[src/rtl/word_packer_if.sv]
// Byte-in / word-out handshake bundle for word_packer.
// The slave modport is the packer's view and the master modport is the byte source and word sink.
interface word_packer_if #(
  parameter int unsigned LANES = 4
) ();
  logic [7:0]                   data_in;
  logic                         in_valid;
  logic                         in_ready;
  logic                         flush;
  logic [8*LANES-1:0]           data_out;
  logic [$clog2(LANES+1)-1:0]   out_count;
  logic [7:0]                   out_csum;
  logic                         out_valid;
  logic                         out_ready;

  modport master (
    output data_in, in_valid, flush, out_ready,
    input  in_ready, data_out, out_count, out_csum, out_valid
  );

  modport slave (
    input  data_in, in_valid, flush, out_ready,
    output in_ready, data_out, out_count, out_csum, out_valid
  );
endinterface

[src/rtl/word_packer.sv]
// Packs an 8-bit byte stream into LANES-byte words with a count and a mod-256 checksum.
// Words are buffered in a small FIFO that feeds a valid/ready sink; a flush emits a partial word.
module word_packer #(
  parameter int unsigned LANES      = 4,
  parameter int unsigned FIFO_DEPTH = 2
) (
  input  logic         clk,
  input  logic         rst_n,
  word_packer_if.slave bus
);
  localparam int unsigned LW = $clog2(LANES);
  localparam int unsigned CW = $clog2(LANES + 1);
  localparam int unsigned PW = $clog2(FIFO_DEPTH);
  localparam int unsigned OW = $clog2(FIFO_DEPTH + 1);
  localparam int unsigned WW = 8 * LANES;

  logic [7:0]    acc_q [LANES];
  logic [7:0]    acc_d [LANES];
  logic [LW-1:0] cnt_q, cnt_d;
  logic [7:0]    csum_q, csum_d;
  logic          pend_q, pend_d;

  logic [WW-1:0] mem_data_q [FIFO_DEPTH];
  logic [CW-1:0] mem_cnt_q  [FIFO_DEPTH];
  logic [7:0]    mem_csum_q [FIFO_DEPTH];
  logic [PW-1:0] wr_ptr_q, rd_ptr_q;
  logic [OW-1:0] occ_q;

  logic          full, accept, pop, flush_req, word_done, push;
  logic [7:0]    acc_new [LANES];
  logic [CW-1:0] fill, push_cnt;
  logic [7:0]    sum_new;
  logic [WW-1:0] push_word;

  assign full      = (occ_q == OW'(FIFO_DEPTH));
  assign accept    = bus.in_valid && !full;
  assign pop       = (occ_q != '0) && bus.out_ready;
  assign flush_req = pend_q || bus.flush;

  always_comb begin
    acc_new = acc_q;
    if (accept) acc_new[cnt_q] = bus.data_in;
    fill      = CW'(cnt_q) + CW'(accept);
    sum_new   = csum_q + (accept ? bus.data_in : 8'h00);
    word_done = accept && (cnt_q == LW'(LANES - 1));

    push_word = '0;
    for (int unsigned i = 0; i < LANES; i++) push_word[8*i +: 8] = acc_new[i];

    push     = 1'b0;
    push_cnt = '0;
    acc_d    = acc_new;
    cnt_d    = fill[LW-1:0];
    csum_d   = sum_new;
    pend_d   = flush_req;

    // A completing byte absorbs any pending flush, so flush never adds an empty word after it.
    if (word_done || (flush_req && !full)) begin
      push     = word_done || (fill != '0);
      push_cnt = word_done ? CW'(LANES) : fill;
      cnt_d    = '0;
      csum_d   = '0;
      pend_d   = 1'b0;
      for (int unsigned i = 0; i < LANES; i++) acc_d[i] = '0;
    end
  end

  always_ff @(posedge clk or negedge rst_n) begin
    if (!rst_n) begin
      for (int unsigned i = 0; i < LANES; i++) acc_q[i] <= '0;
      cnt_q  <= '0;
      csum_q <= '0;
      pend_q <= 1'b0;
    end else begin
      acc_q  <= acc_d;
      cnt_q  <= cnt_d;
      csum_q <= csum_d;
      pend_q <= pend_d;
    end
  end

  always_ff @(posedge clk or negedge rst_n) begin
    if (!rst_n) begin
      for (int unsigned i = 0; i < FIFO_DEPTH; i++) begin
        mem_data_q[i] <= '0;
        mem_cnt_q[i]  <= '0;
        mem_csum_q[i] <= '0;
      end
      wr_ptr_q <= '0;
      rd_ptr_q <= '0;
      occ_q    <= '0;
    end else begin
      if (push) begin
        mem_data_q[wr_ptr_q] <= push_word;
        mem_cnt_q[wr_ptr_q]  <= push_cnt;
        mem_csum_q[wr_ptr_q] <= sum_new;
        wr_ptr_q             <= wr_ptr_q + PW'(1);
      end
      if (pop) rd_ptr_q <= rd_ptr_q + PW'(1);
      occ_q <= occ_q + OW'(push) - OW'(pop);
    end
  end

  assign bus.in_ready  = !full;
  assign bus.out_valid = (occ_q != '0);
  assign bus.data_out  = mem_data_q[rd_ptr_q];
  assign bus.out_count = mem_cnt_q[rd_ptr_q];
  assign bus.out_csum  = mem_csum_q[rd_ptr_q];
endmodule

[src/flat_wrapper.sv]
// flat-port wrapper written by rule: the top's interface ports become plain ports
module word_packer_flat 
#(
  parameter int unsigned LANES      = 4,
  parameter int unsigned FIFO_DEPTH = 2
)
  (clk, rst_n, bus_data_in, bus_in_valid, bus_flush, bus_out_ready, bus_in_ready, bus_data_out, bus_out_count, bus_out_csum, bus_out_valid);
  word_packer_if #(.LANES(LANES)) bus_i ();
  input  logic clk;
  input  logic rst_n;
  input wire logic [$bits(bus_i.data_in)-1:0] bus_data_in;
  input wire logic [$bits(bus_i.in_valid)-1:0] bus_in_valid;
  input wire logic [$bits(bus_i.flush)-1:0] bus_flush;
  input wire logic [$bits(bus_i.out_ready)-1:0] bus_out_ready;
  output wire logic [$bits(bus_i.in_ready)-1:0] bus_in_ready;
  output wire logic [$bits(bus_i.data_out)-1:0] bus_data_out;
  output wire logic [$bits(bus_i.out_count)-1:0] bus_out_count;
  output wire logic [$bits(bus_i.out_csum)-1:0] bus_out_csum;
  output wire logic [$bits(bus_i.out_valid)-1:0] bus_out_valid;
  assign bus_i.data_in = bus_data_in;
  assign bus_i.in_valid = bus_in_valid;
  assign bus_i.flush = bus_flush;
  assign bus_i.out_ready = bus_out_ready;
  assign bus_in_ready = bus_i.in_ready;
  assign bus_data_out = bus_i.data_out;
  assign bus_out_count = bus_i.out_count;
  assign bus_out_csum = bus_i.out_csum;
  assign bus_out_valid = bus_i.out_valid;
  word_packer #(.LANES(LANES), .FIFO_DEPTH(FIFO_DEPTH)) u_core (.clk(clk), .rst_n(rst_n), .bus(bus_i));
endmodule
[config.mk]
export PLATFORM = sky130hd
export DESIGN_NAME = word_packer_flat
export DESIGN_NICKNAME = d
export VERILOG_FILES = /design/src/rtl/word_packer_if.sv /design/src/rtl/word_packer.sv /design/src/flat_wrapper.sv
export SDC_FILE = /design/constraint.sdc
export NUM_CORES = 1
export LEC_CHECK = 0
export CORE_MARGIN = 2
export CORE_UTILIZATION = 29
export DETAILED_ROUTE_END_ITERATION = 7
export GPL_ROUTABILITY_DRIVEN = 0
export GPL_TIMING_DRIVEN = 0
export SLEW_MARGIN = 10
export SYNTH_ARGS = -nofsm -noshare
export SYNTH_HDL_FRONTEND = slang
export SYNTH_SLANG_ARGS = --single-unit
[constraint.sdc]
create_clock -name clk -period 3.6 [get_ports clk]
set_clock_uncertainty 0.1 [all_clocks]
set_input_delay 0.36 -clock clk [delete_from_list [all_inputs] [get_ports clk]]
set_output_delay 0.36 -clock clk [all_outputs]
set_load 0.03 [all_outputs]
==> run notes, run 1 <==
The tool warning count for the run is 26. Per the synth log, the flip-flop and latch total comes to 133. 0 antenna diodes ended up in the layout. The share of flip-flops with an asynchronous set or reset is 100%. The per-cell routed wire length was 17.2 µm; the part of the total power dissipated in sequential elements was 31.8%. The residual DRC count was 0.

The number of input and output port buffers inserted was 57. The initial utilization of the core area, before any placement, comes to 29.6%. The post-synthesis cell count is 465.

Counting the warning lines in the Yosys log gives 0. The area of the mapped netlist is 6240 µm². After synthesis, the cell types taking the most area are sky130_fd_sc_hd__dfrtp_1 (53%), sky130_fd_sc_hd__mux2_2 (16%), sky130_fd_sc_hd__mux2_1 (11%). The number of cells in the yosys synthesis report was 465. The die is 151 µm tall. The count of cells in the finished layout, fillers not included, comes to 830.

The run gives 0 as the number of slew-limit violations in the final report. Entering global routing, the biggest net connects 83 pins. The cell type with the largest total area is sky130_fd_sc_hd__dfrtp_1.

In this run the count of I/O pins placed on the die edge is 58. Dominant cell by count in the synthesized netlist: sky130_fd_sc_hd__dfrtp_1. STA classifies the critical path startpoint as a flop. The root cell of the clock tree was sky130_fd_sc_hd__clkbuf_16.

Once placement finished, the instance area stood at 7180 µm². The highest clock rate was 314 MHz. In the synthesized netlist the dominant register cell turns out to be sky130_fd_sc_hd__dfrtp_1. The power per cell area is 857 nW/µm². The run gives 4053 as the number of global-route vias before repair. Looking at the clock tree report, the H-tree level count equals 4. Share of the synthesized area in the top cell type: 53.3%.

The worst-case IR drop observed on VDD is 401 µV. The tools report the clock net sink count as 133. Buffer depth of the longest clock path: 2.

The run gives 9.91 mm for the HPWL after detailed placement. The slowest stage of the critical path belongs to the cell sky130_fd_sc_hd__clkdlybuf4s50_1. The violation tally from detailed-route iteration zero was 198. Across all register-to-register paths, the minimum setup slack is 0.52 ns. The largest stage delay on the critical path works out to 0.72 ns. The internal power of the cells totals 4.24 mW. The run gives 53.3% as the sequential cell area fraction in the yosys report. With the power spent charging and discharging nets at 2.41 mW, the worst endpoint required time is 3.14 ns. With the final worst hold slack at 0.375 ns, the clock buffer count from CTS is 17. The run gives 47 as the count of cell types in the netlist. The run gives 6240 µm² for the synthesized chip area reported by yosys.

The worst-path maximum fanout works out to 10. The run finished with clean final reports. The startpoint of the worst setup timing path is u_core.rd_ptr_q. The tightest min-delay check is of the in2async type.

With the overall fraction of global-route tracks in use at 13.3%, the fraction of final layout cells sized beyond drive strength 1 is 25.2%. The post-synthesis area per instance works out to 13.4 µm². Final design area excluding fillers: 7750 µm².
-- run 1: cell type report --
cell class / instances / area [µm²]
inverter: 18 / 67.6
buffer: 24 / 159
fill: 2026 / 13300
multi-input combinational: 290 / 2680
clock buffer: 22 / 484
clock inverter: 9 / 77.6
timing repair buffer: 59 / 609
tap: 275 / 344
sequential: 133 / 3330
-- run 1: worst max-delay path, delay by kind of cell, from the launching register on --
kind / cells / cell delay, ns
buf+inv: 3 / 1.69
flops: 1 / 0.42
compound gates: 1 / 0.12
simple gates: 1 / 0.08
-- run 1: registers in the layout, indices dropped and copies added, names as in the netlist --
name               count
u_core.wr_ptr_q        1
u_core.mem_csum_q     16
u_core.occ_q           2
u_core.cnt_q           2
u_core.mem_cnt_q       6
u_core.acc_q          32
u_core.csum_q          8
u_core.mem_data_q     64
u_core.rd_ptr_q        1
u_core.pend_q          1
-- run 1: through the flow --
step / utilization (%) / TNS (ns) / worst slack (ns)
after floorplan: - / 0 / 0.778
after global placement: 33.9 / -392.05 / -2.95
after detailed placement: 34.1 / 0 / 0.466
after CTS: 36.8 / 0 / 0.390
after global routing: 36.8 / 0 / 0.233
final: 36.8 / 0 / 0.420
-- run 1: what timing repair did --
| item | CTS | global route |
|---|---|---|
| setup buffers | 0 | 0 |
| hold buffers | 1 | 0 |
| hold endpoints to repair | 51 | 0 |
| gates resized | 0 | 0 |
-- run 1: power groups by stage --
stage | logic (mW) | registers (mW) | clock network, mW
3_3_place_gp | 2.86 | 2.11 | 0
4_1_cts | 2.95 | 2.11 | 1.67
5_1_grt | 3.14 | 2.16 | 1.74
3_5_place_dp | 2.92 | 2.14 | 0
2_1_floorplan | 2.04 | 2.07 | 0
6_report | 2.90 | 2.11 | 1.64
-- run 1: kinds of logic (layout without fill, tap and decap cells) --
family / after synthesis / after routing / share of synthesized area (%)
adder cells (fa/ha/maj): 11 / 11 / 2.33
AND/OR/NAND/NOR: 89 / 89 / 8.32
XOR/XNOR: 10 / 10 / 1.40
multiplexers: 154 / 154 / 27.6
buffers and inverters: 42 / 132 / 3.63
AND-OR/OR-AND: 26 / 26 / 3.33
flip-flops: 133 / 133 / 53.3
-- run 1: layout by cell type (no fill, tap or decap), types with 9 or more instances in the layout --
master                            count
sky130_fd_sc_hd__and2_1              18
sky130_fd_sc_hd__and3_1              28
sky130_fd_sc_hd__buf_6                9
sky130_fd_sc_hd__clkbuf_1             9
sky130_fd_sc_hd__clkbuf_16           17
sky130_fd_sc_hd__clkdlybuf4s50_1     56
sky130_fd_sc_hd__dfrtp_1            133
sky130_fd_sc_hd__ha_1                10
sky130_fd_sc_hd__inv_1               17
sky130_fd_sc_hd__mux2_1              60
sky130_fd_sc_hd__mux2_2              86
sky130_fd_sc_hd__nand2_1             11
sky130_fd_sc_hd__nor2_1              13
-- run 1: layer usage --
layer	vias to the layer above	track usage [%]	part of all wire [%]
met1	1962	17.8	47
li1	1789	-	-
met5	-	0	0
met2	78	21.3	48
met3	12	3.55	4.9
met4	0	3.74	0.97
Run 1, M1 wires:
Supply wires on this layer in grey.
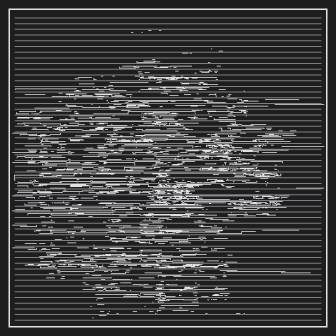
nets with wire on the layer = 528
wire length on this layer = 6630 µm
main direction = horizontal
global-route track usage on met1: 17.8%
Vias: 3841

Run 1, the metal 2 layer:
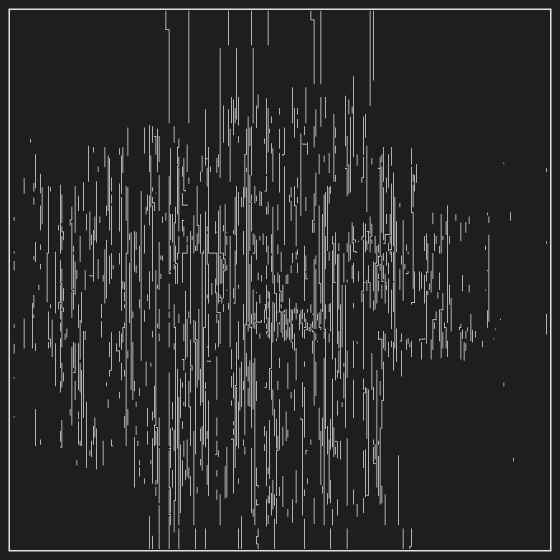
wire length on this layer = 6800 µm
main direction = vertical
longest straight run = 57.1 µm
nets with wire on the layer = 519
share of all routed wire = 48%
met2 track demand over resource: 21.3%
wire length reported by the detailed router: 14.3 mm

Run 1, M3 wires:
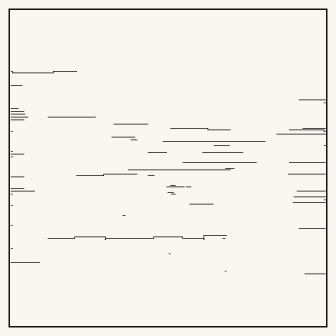
wire length on this layer = 694 µm
main direction = horizontal
met3 Use GR: 3.55%

==> run 2: changes to the inputs <==
--- a/config.mk
+++ b/config.mk
@@ -8,7 +8,6 @@
 export CORE_MARGIN = 2
 export CORE_UTILIZATION = 29
 export DETAILED_ROUTE_END_ITERATION = 7
-export GPL_ROUTABILITY_DRIVEN = 0
 export GPL_TIMING_DRIVEN = 0
 export SLEW_MARGIN = 10
 export SYNTH_ARGS = -nofsm -noshare
Run 2, M3 wires:
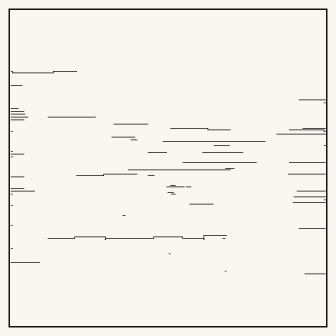

Run 2, the clock network:
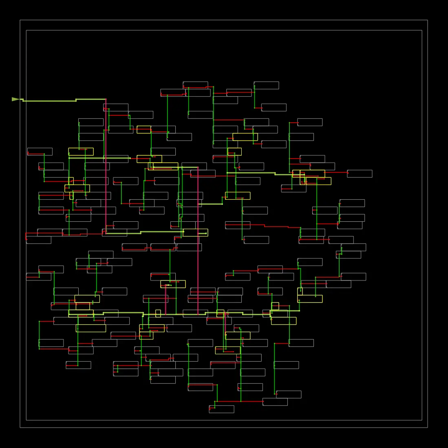
power drawn by the clock network: 1.64 mW
number of buffers added by the clock tree synthesis step: 17
num sequential: 133

==> run 2 against run 1 <==
Clock-buffer cell count stayed put. Setup slack unchanged. Critical path depth is the same. Sequential cell count is the same. Largest power group unchanged.
==> run notes, run 2 <==
The run gives 7750 µm² (unchanged) as the final design area excluding fillers. The placement-stage cell area is 7180 µm² (unchanged), and the overall fraction of global-route tracks in use is 13.3% (unchanged). The run gives 3.14 ns (about the same) as the worst endpoint required time. The logs give 53.3% (unchanged) for the sequential cell area fraction in the yosys report and 47 (unchanged) for the count of cell types in the netlist. Biggest registers after layout: u_core.mem_data_q (64), u_core.acc_q (32), u_core.mem_csum_q (16) (unchanged).

The kind of path behind the tightest hold check is in2async (unchanged). The cell type with the largest total area is sky130_fd_sc_hd__dfrtp_1 (unchanged). The run gives 2.41 mW (unchanged) for the power spent charging and discharging nets.

The most instantiated flip-flop cell in the synthesis netlist is sky130_fd_sc_hd__dfrtp_1 (unchanged). The clock-pin slew reported for the worst setup and hold paths after clock tree synthesis was 0.06 ns (about the same). Final core utilization: 36.8% (unchanged). The violation tally from detailed-route iteration zero is 198 (unchanged), and the aggregate routed wire length is 14.3 mm (unchanged). Most numerous logic cells after layout: sky130_fd_sc_hd__dfrtp_1 (133), sky130_fd_sc_hd__mux2_2 (86), sky130_fd_sc_hd__mux2_1 (60) (unchanged).

The part of the total power dissipated in sequential elements was 31.8% (about the same). The number of input and output port buffers inserted works out to 57 (unchanged). The number of flip-flops under the largest register name was 64 (unchanged). The die height works out to 151 µm (unchanged). The total number of H-tree levels was 4 (unchanged); the via count was 3841 (unchanged). The met3 wire length was 693 µm (unchanged). The residual DRC count is 0 (unchanged). Largest cells by area after synthesis: sky130_fd_sc_hd__dfrtp_1 (53%), sky130_fd_sc_hd__mux2_2 (16%), sky130_fd_sc_hd__mux2_1 (11%) (unchanged). For the maximum number of pins on one net before global-route repair, the log shows 83 (unchanged). For the clock net sink count, the log shows 133 (unchanged). The tools report the number of slew-limit violations in the final report as 0 (unchanged). The filler cell count came out at 2026 (unchanged). The data arrival time of the critical path is 2.72 ns (about the same). The dominant cell by count in the synthesized netlist was sky130_fd_sc_hd__dfrtp_1 (unchanged).

The per-cell routed wire length is 17.2 µm (unchanged). The post-synthesis area per instance works out to 13.4 µm² (unchanged). Largest register by flop count: u_core.mem_data_q (unchanged).

The area of the mapped netlist is 6240 µm² (unchanged). The highest clock rate was 314 MHz (unchanged). The root cell of the clock tree was sky130_fd_sc_hd__clkbuf_16 (unchanged).

The register area is 3330 µm² (unchanged). The most frequent logic cell in the layout is sky130_fd_sc_hd__dfrtp_1 (unchanged). The number of antenna cells inserted was 0 (unchanged); the count of boundary I/O pins was 58 (unchanged).

The run gives 53.3% (unchanged) for the share of the synthesized area in the top cell type. The worst-path maximum fanout came out at 10 (unchanged). With the fraction of final layout cells sized beyond drive strength 1 at 25.2% (unchanged), the number of global-route vias before repair is 4053 (unchanged). The run gives 0 (unchanged) for the count of synthesis-stage warnings from yosys.

The logs give 6240 µm² (unchanged) for the synthesized chip area reported by yosys and 0 (unchanged) for the setup fix buffers added after clock tree synthesis. The HPWL after detailed placement is 9.91 mm (unchanged), and the floorplan-stage core utilization is 29.6% (unchanged). The number of cells in the yosys synthesis report was 465 (unchanged); the cell internal power dissipation was 4.24 mW (unchanged). The run gives 0 ns (unchanged) as the setup TNS. The top metal layer carrying routed signals is met4 (unchanged). The logs give 6.80 mm (unchanged) for the detailed-routed wire length on met2 and 6.63 mm (unchanged) for the post-route met1 wirelength.

The flow ran to the end, and the final reports show no timing, DRC or antenna violations. The run gives 26 (unchanged) for the number of warnings in the stage logs. With the power per cell area at 857 nW/µm² (unchanged), the area of combinational cells with multiple inputs is 2680 µm² (unchanged). The synthesized flop and latch total works out to 133 (unchanged). Final worst hold slack: 0.375 ns (unchanged).

The tools report the type of element launching the critical path as a flop (unchanged). The run gives 100% (unchanged) for the share of flip-flops with an asynchronous set or reset.
==> run 2: cell counts in the layout (fill, tap and decap cells not counted) <==
Identical to the previous run, type by type.
==> run 2: repair_timing <==
action | 4_1_cts | 5_1_grt
endpoints found under the hold margin | 51 | 0
hold buffers | 1 | 0
resized | 0 | 0
==> run 2: worst paths after layout <==
check | endpoint | startpoint | slack (ns) | cells past startpoint
min | u_core.mem_data_q[48] | rst_n | 0.37 | 2
min in group clk | u_core.mem_data_q[3] | u_core.mem_data_q[3] | 0.38 | 1
max | bus_out_csum[7] | u_core.rd_ptr_q | 0.42 | 5
min reg2reg | u_core.mem_data_q[3] | u_core.mem_data_q[3] | 0.38 | 1
max in group asynchronous | u_core.csum_q[0] | rst_n | 2.25 | 3
max reg2reg | u_core.mem_csum_q[14] | u_core.occ_q[0] | 0.52 | 12
==> run 2: logic make-up after synthesis <==
| group | after synthesis | share of synthesized area (%) |
|---|---|---|
| adder cells (fa/ha/maj) | 11 | 2.33 |
| AND-OR/OR-AND | 26 | 3.33 |
| XOR/XNOR | 10 | 1.40 |
| flip-flops | 133 | 53.3 |
| multiplexers | 154 | 27.6 |
| buffers and inverters | 42 | 3.63 |
| AND/OR/NAND/NOR | 89 | 8.32 |
==> run 2: area by class of cell <==
cell class,instances,area share (%)
buffer,24,2.05
clock buffer,22,6.24
clock inverter,9,1.00
inverter,18,0.871
multi-input combinational,290,34.6
sequential,133,42.9
tap,275,4.44
timing repair buffer,59,7.86
==> run 2: routing by layer <==
metal | track usage, % | vias to the layer above
met5 | 0 | -
met4 | 3.74 | 0
met3 | 3.55 | 12
met2 | 21.3 | 78
met1 | 17.8 | 1962
li1 | - | 1789
==> run 2: critical path, stage by stage (launching register included) <==
cell	delay, ns
sky130_fd_sc_hd__dfrtp_1	0.42
sky130_fd_sc_hd__buf_1	0.59
sky130_fd_sc_hd__clkbuf_1	0.38
sky130_fd_sc_hd__nand2_1	0.08
sky130_fd_sc_hd__o21ai_0	0.12
sky130_fd_sc_hd__clkdlybuf4s50_1	0.72
==> run 2: power groups by stage <==
stage | Clock, mW | Combinational, mW | Sequential [mW]
floorplan | 0 | 2.04 | 2.07
detailed placement | 0 | 2.92 | 2.14
global route | 1.74 | 3.14 | 2.16
finish | 1.64 | 2.90 | 2.11
global placement | 0 | 2.86 | 2.11
CTS | 1.67 | 2.95 | 2.11
==> run 2: stage by stage <==
step | setup slack, ns | std cells
global placement | -2.95 | 797
finish | 0.420 | 830
global route | 0.233 | 830
CTS | 0.390 | 830
floorplan | 0.778 | 465
detailed placement | 0.466 | 798
==> run 3: changes to the inputs <==
--- a/config.mk
+++ b/config.mk
@@ -7,6 +7,7 @@
 export LEC_CHECK = 0
 export CORE_MARGIN = 2
 export CORE_UTILIZATION = 29
+export CTS_CLUSTER_SIZE = 24
 export DETAILED_ROUTE_END_ITERATION = 7
 export GPL_TIMING_DRIVEN = 0
 export SLEW_MARGIN = 10
Run 3, M3 wires:
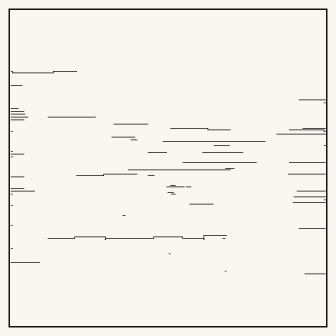

==> run 3 against run 2 <==
Critical path depth is the same. Clock power is essentially flat. Clock-buffer cell count is the same. Total power is the same. Non-clock buffer count is the same. Routed wire length is the same. Sequential power is essentially flat. First-iteration DRC count is the same. Setup slack is the same. Critical endpoint unchanged. Largest power group unchanged. Highest routed layer unchanged.
==> run notes, run 3 <==
Most numerous logic cells after layout: sky130_fd_sc_hd__dfrtp_1 (133), sky130_fd_sc_hd__mux2_2 (86), sky130_fd_sc_hd__mux2_1 (60) (unchanged). The leakage power total was 3.75 nW (unchanged); the final-stage net count was 567 (unchanged). The detailed-route vias per instance is 4.63 (unchanged), and the area of the mapped netlist is 6240 µm² (unchanged). For the floorplan-stage core utilization, the log shows 29.6% (unchanged). The tools report the data arrival time of the critical path as 2.72 ns (about the same). The cell type with the largest total area was sky130_fd_sc_hd__dfrtp_1 (unchanged). Number of synthesized flops with an enable pin: 0 (unchanged). The highest clock rate is 314 MHz (unchanged).

For the number of antenna cells inserted, the log shows 0 (unchanged). The run finished with clean final reports. TritonCTS built the clock tree.

The final design area excluding fillers was 7750 µm² (unchanged). Setup repair after global routing left no endpoint under its margin. For the number of global-route vias before repair, the log shows 4053 (unchanged). Number of warnings in the stage logs: 26 (unchanged). With the share of the synthesized area in the top cell type at 53.3% (unchanged), the clock-pin slew reported for the worst setup and hold paths after clock tree synthesis is 0.06 ns (about the same). The run gives 100% (unchanged) for the share of flip-flops with an asynchronous set or reset.

Most frequent logic cell in the layout: sky130_fd_sc_hd__dfrtp_1 (unchanged). The run gives 0 ns (unchanged) for the setup TNS. The root cell of the clock tree was sky130_fd_sc_hd__clkbuf_16 (unchanged). The buffer depth of the longest clock path is 2 (unchanged). The global-route wire length before repair is 22.6 mm (unchanged).

The run gives 2.33% (unchanged) for the share of synthesized cell area in full adder, half adder and majority cells. The run gives 6.65 mW (unchanged) for the sum of internal, switching and leakage power. The actual transition at the worst max-transition pin was 0.752 ns (unchanged).

For the number of antenna violations at the first check in global routing, the log shows 0 (unchanged). The run gives 798 (unchanged) for the total placed cells including tap cells. The count of boundary I/O pins is 58 (unchanged), and the power per cell area is 857 nW/µm² (unchanged). The xor and xnor area share after synthesis came out at 1.40% (unchanged).

For the total number of H-tree levels, the log shows 4 (unchanged). The chip area came out at 22700 µm² (unchanged). For the worst endpoint required time, the log shows 3.14 ns (about the same). The post-synthesis net count was 489 (unchanged); the number of search-and-repair iterations in the first detailed-routing pass was 4 (unchanged). The tools report the final weighted congestion in routability-driven placement as 0.847 (unchanged). Aoi/oai-family share of the synthesized area: 3.33% (unchanged). The run gives 151 µm (unchanged) for the floorplan die width.

The number of cells in the yosys synthesis report was 465 (unchanged); the source-to-sink clock delay at the later pin of the worst-skew pair was 0.41 ns (about the same). The run gives 6240 µm² (unchanged) as the synthesized chip area reported by yosys. Largest cells by area after synthesis: sky130_fd_sc_hd__dfrtp_1 (53%), sky130_fd_sc_hd__mux2_2 (16%), sky130_fd_sc_hd__mux2_1 (11%) (unchanged).

The tools report the peak ir drop on the vdd network as 401 µV (unchanged). The tools report the type of element launching the critical path as a flop (unchanged). With the area share of and/or/nand/nor cells after synthesis at 8.32% (unchanged), the aggregate routed wire length is 14.3 mm (unchanged).

The count of synthesis-stage warnings from yosys was 0 (unchanged). The tools report the kind of capture point of the worst setup path as a primary output (unchanged). The count of placed standard cells in the final layout, fillers left out is 830 (unchanged), and the post-placement setup slack is 0.466 ns (unchanged). With the fraction of final layout cells sized beyond drive strength 1 at 25.2% (unchanged), the via count is 3841 (unchanged).

The total congestion overflow after global routing came out at 0 (unchanged). The most instantiated flip-flop cell in the synthesis netlist is sky130_fd_sc_hd__dfrtp_1 (unchanged). Biggest registers after layout: u_core.mem_data_q (64), u_core.acc_q (32), u_core.mem_csum_q (16) (unchanged).

The post-synthesis area per instance works out to 13.4 µm² (unchanged). The number of flip-flops under the largest register name is 64 (unchanged), and the post-synthesis cell count is 465 (unchanged). The worst-path maximum fanout was 10 (unchanged); the maximum number of pins on one net before global-route repair was 83 (unchanged). For the clock net sink count, the log shows 133 (unchanged). The proportion of synthesized area in mux cells is 27.6% (unchanged), and the number of rows in the core area is 53 (unchanged). The synthesized flop and latch total works out to 133 (unchanged). With the final worst hold slack at 0.375 ns (unchanged), the relative max-transition margin is 49.3% (unchanged).

Top logic cell family in the synthesized netlist: multiplexers (unchanged). The worst path setup slack after routing was 0.420 ns (unchanged); the placement-stage cell area was 7180 µm² (unchanged). The per-cell routed wire length came out at 17.2 µm (unchanged). The dominant cell by count in the synthesized netlist is sky130_fd_sc_hd__dfrtp_1 (unchanged). The setup fix buffers added after clock tree synthesis came out at 0 (unchanged). The kind of path behind the tightest hold check was in2async (unchanged). The run gives 0 (unchanged) as the number of slew-limit violations in the final report. The sequential cell area fraction in the yosys report is 53.3% (unchanged), and the number of input and output port buffers inserted is 57 (unchanged). The run gives 198 (unchanged) as the violation tally from detailed-route iteration zero.

The time the final worst path needs with I/O delays and setup works out to 3.18 ns (unchanged). The largest register by flop count is u_core.mem_data_q (unchanged). The clock buffer count from CTS came out at 17 (unchanged). The die height came out at 151 µm (unchanged). The run gives 13.3% (unchanged) as the overall fraction of global-route tracks in use. The tools report the HPWL after detailed placement as 9.91 mm (unchanged). The tools report the residual DRC count as 0 (unchanged).

With the number of maximum-capacitance constraint violations at 0 (unchanged), the final core utilization is 36.8% (unchanged). The count of cell types in the netlist is 47 (unchanged).
Run 3, the metal 2 layer:
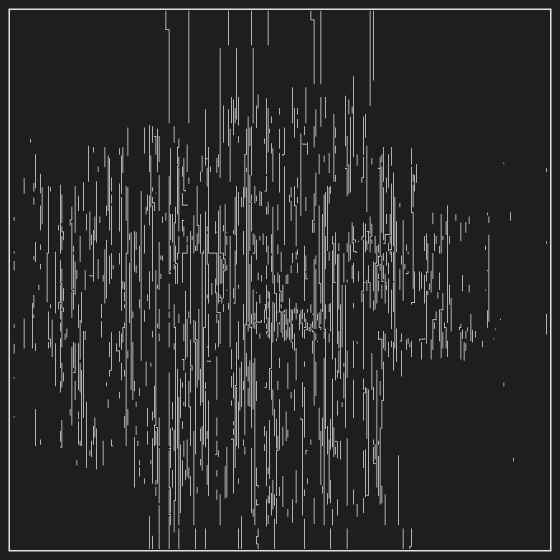

## run 3: worst paths after layout
kind	to	slack (ns)	startpoint	cells after the start
worst min register to register	u_core.mem_data_q[3]	0.38	u_core.mem_data_q[3]	1
worst min-delay path	u_core.mem_data_q[48]	0.37	rst_n	2
min in group clk	u_core.mem_data_q[3]	0.38	u_core.mem_data_q[3]	1
worst max register to register	u_core.mem_csum_q[14]	0.52	u_core.occ_q[0]	12
worst max-delay path	bus_out_csum[7]	0.42	u_core.rd_ptr_q	5
max in group asynchronous	u_core.csum_q[0]	2.25	rst_n	3
## run 3: kinds of logic after synthesis
family          Yosys count
mux                     154
flops                   133
simple gates             89
buf+inv                  42
compound gates           26
fa+ha+maj                11
xor+xnor                 10
## run 3: routing by layer
metal	up-vias	GRT usage, %	routed length, µm
met2	78	21.3	6800
met1	1962	17.8	6630
li1	1789	-	-
met3	12	3.55	693
met4	0	3.74	138
met5	-	0	0
## run 3: final cells by class
cell class	instances	area (µm²)
Fill cell	2026	13300
Timing Repair Buffer	59	609
Clock inverter	9	77.6
Tap cell	275	344
Buffer	24	159
Inverter	18	67.6
Sequential cell	133	3330
Multi-Input combinational cell	290	2680
Clock buffer	22	484
## run 3: timing repair
item | in CTS | in global routing
gates resized | 0 | 0
hold endpoints to repair | 51 | 0
hold buffers | 1 | 0
## run 3: report_power, final
group	switching [mW]	internal [mW]
clock network	0.625	1.01
logic	1.60	1.30
registers	0.183	1.93
## run 3: worst max-delay path, cell delays in order (launching register included)
cell                              delay [ns]
sky130_fd_sc_hd__dfrtp_1                0.42
sky130_fd_sc_hd__buf_1                  0.59
sky130_fd_sc_hd__clkbuf_1               0.38
sky130_fd_sc_hd__nand2_1                0.08
sky130_fd_sc_hd__o21ai_0                0.12
sky130_fd_sc_hd__clkdlybuf4s50_1        0.72
Power figures rest on the tool's default switching activity, not on a simulated workload.
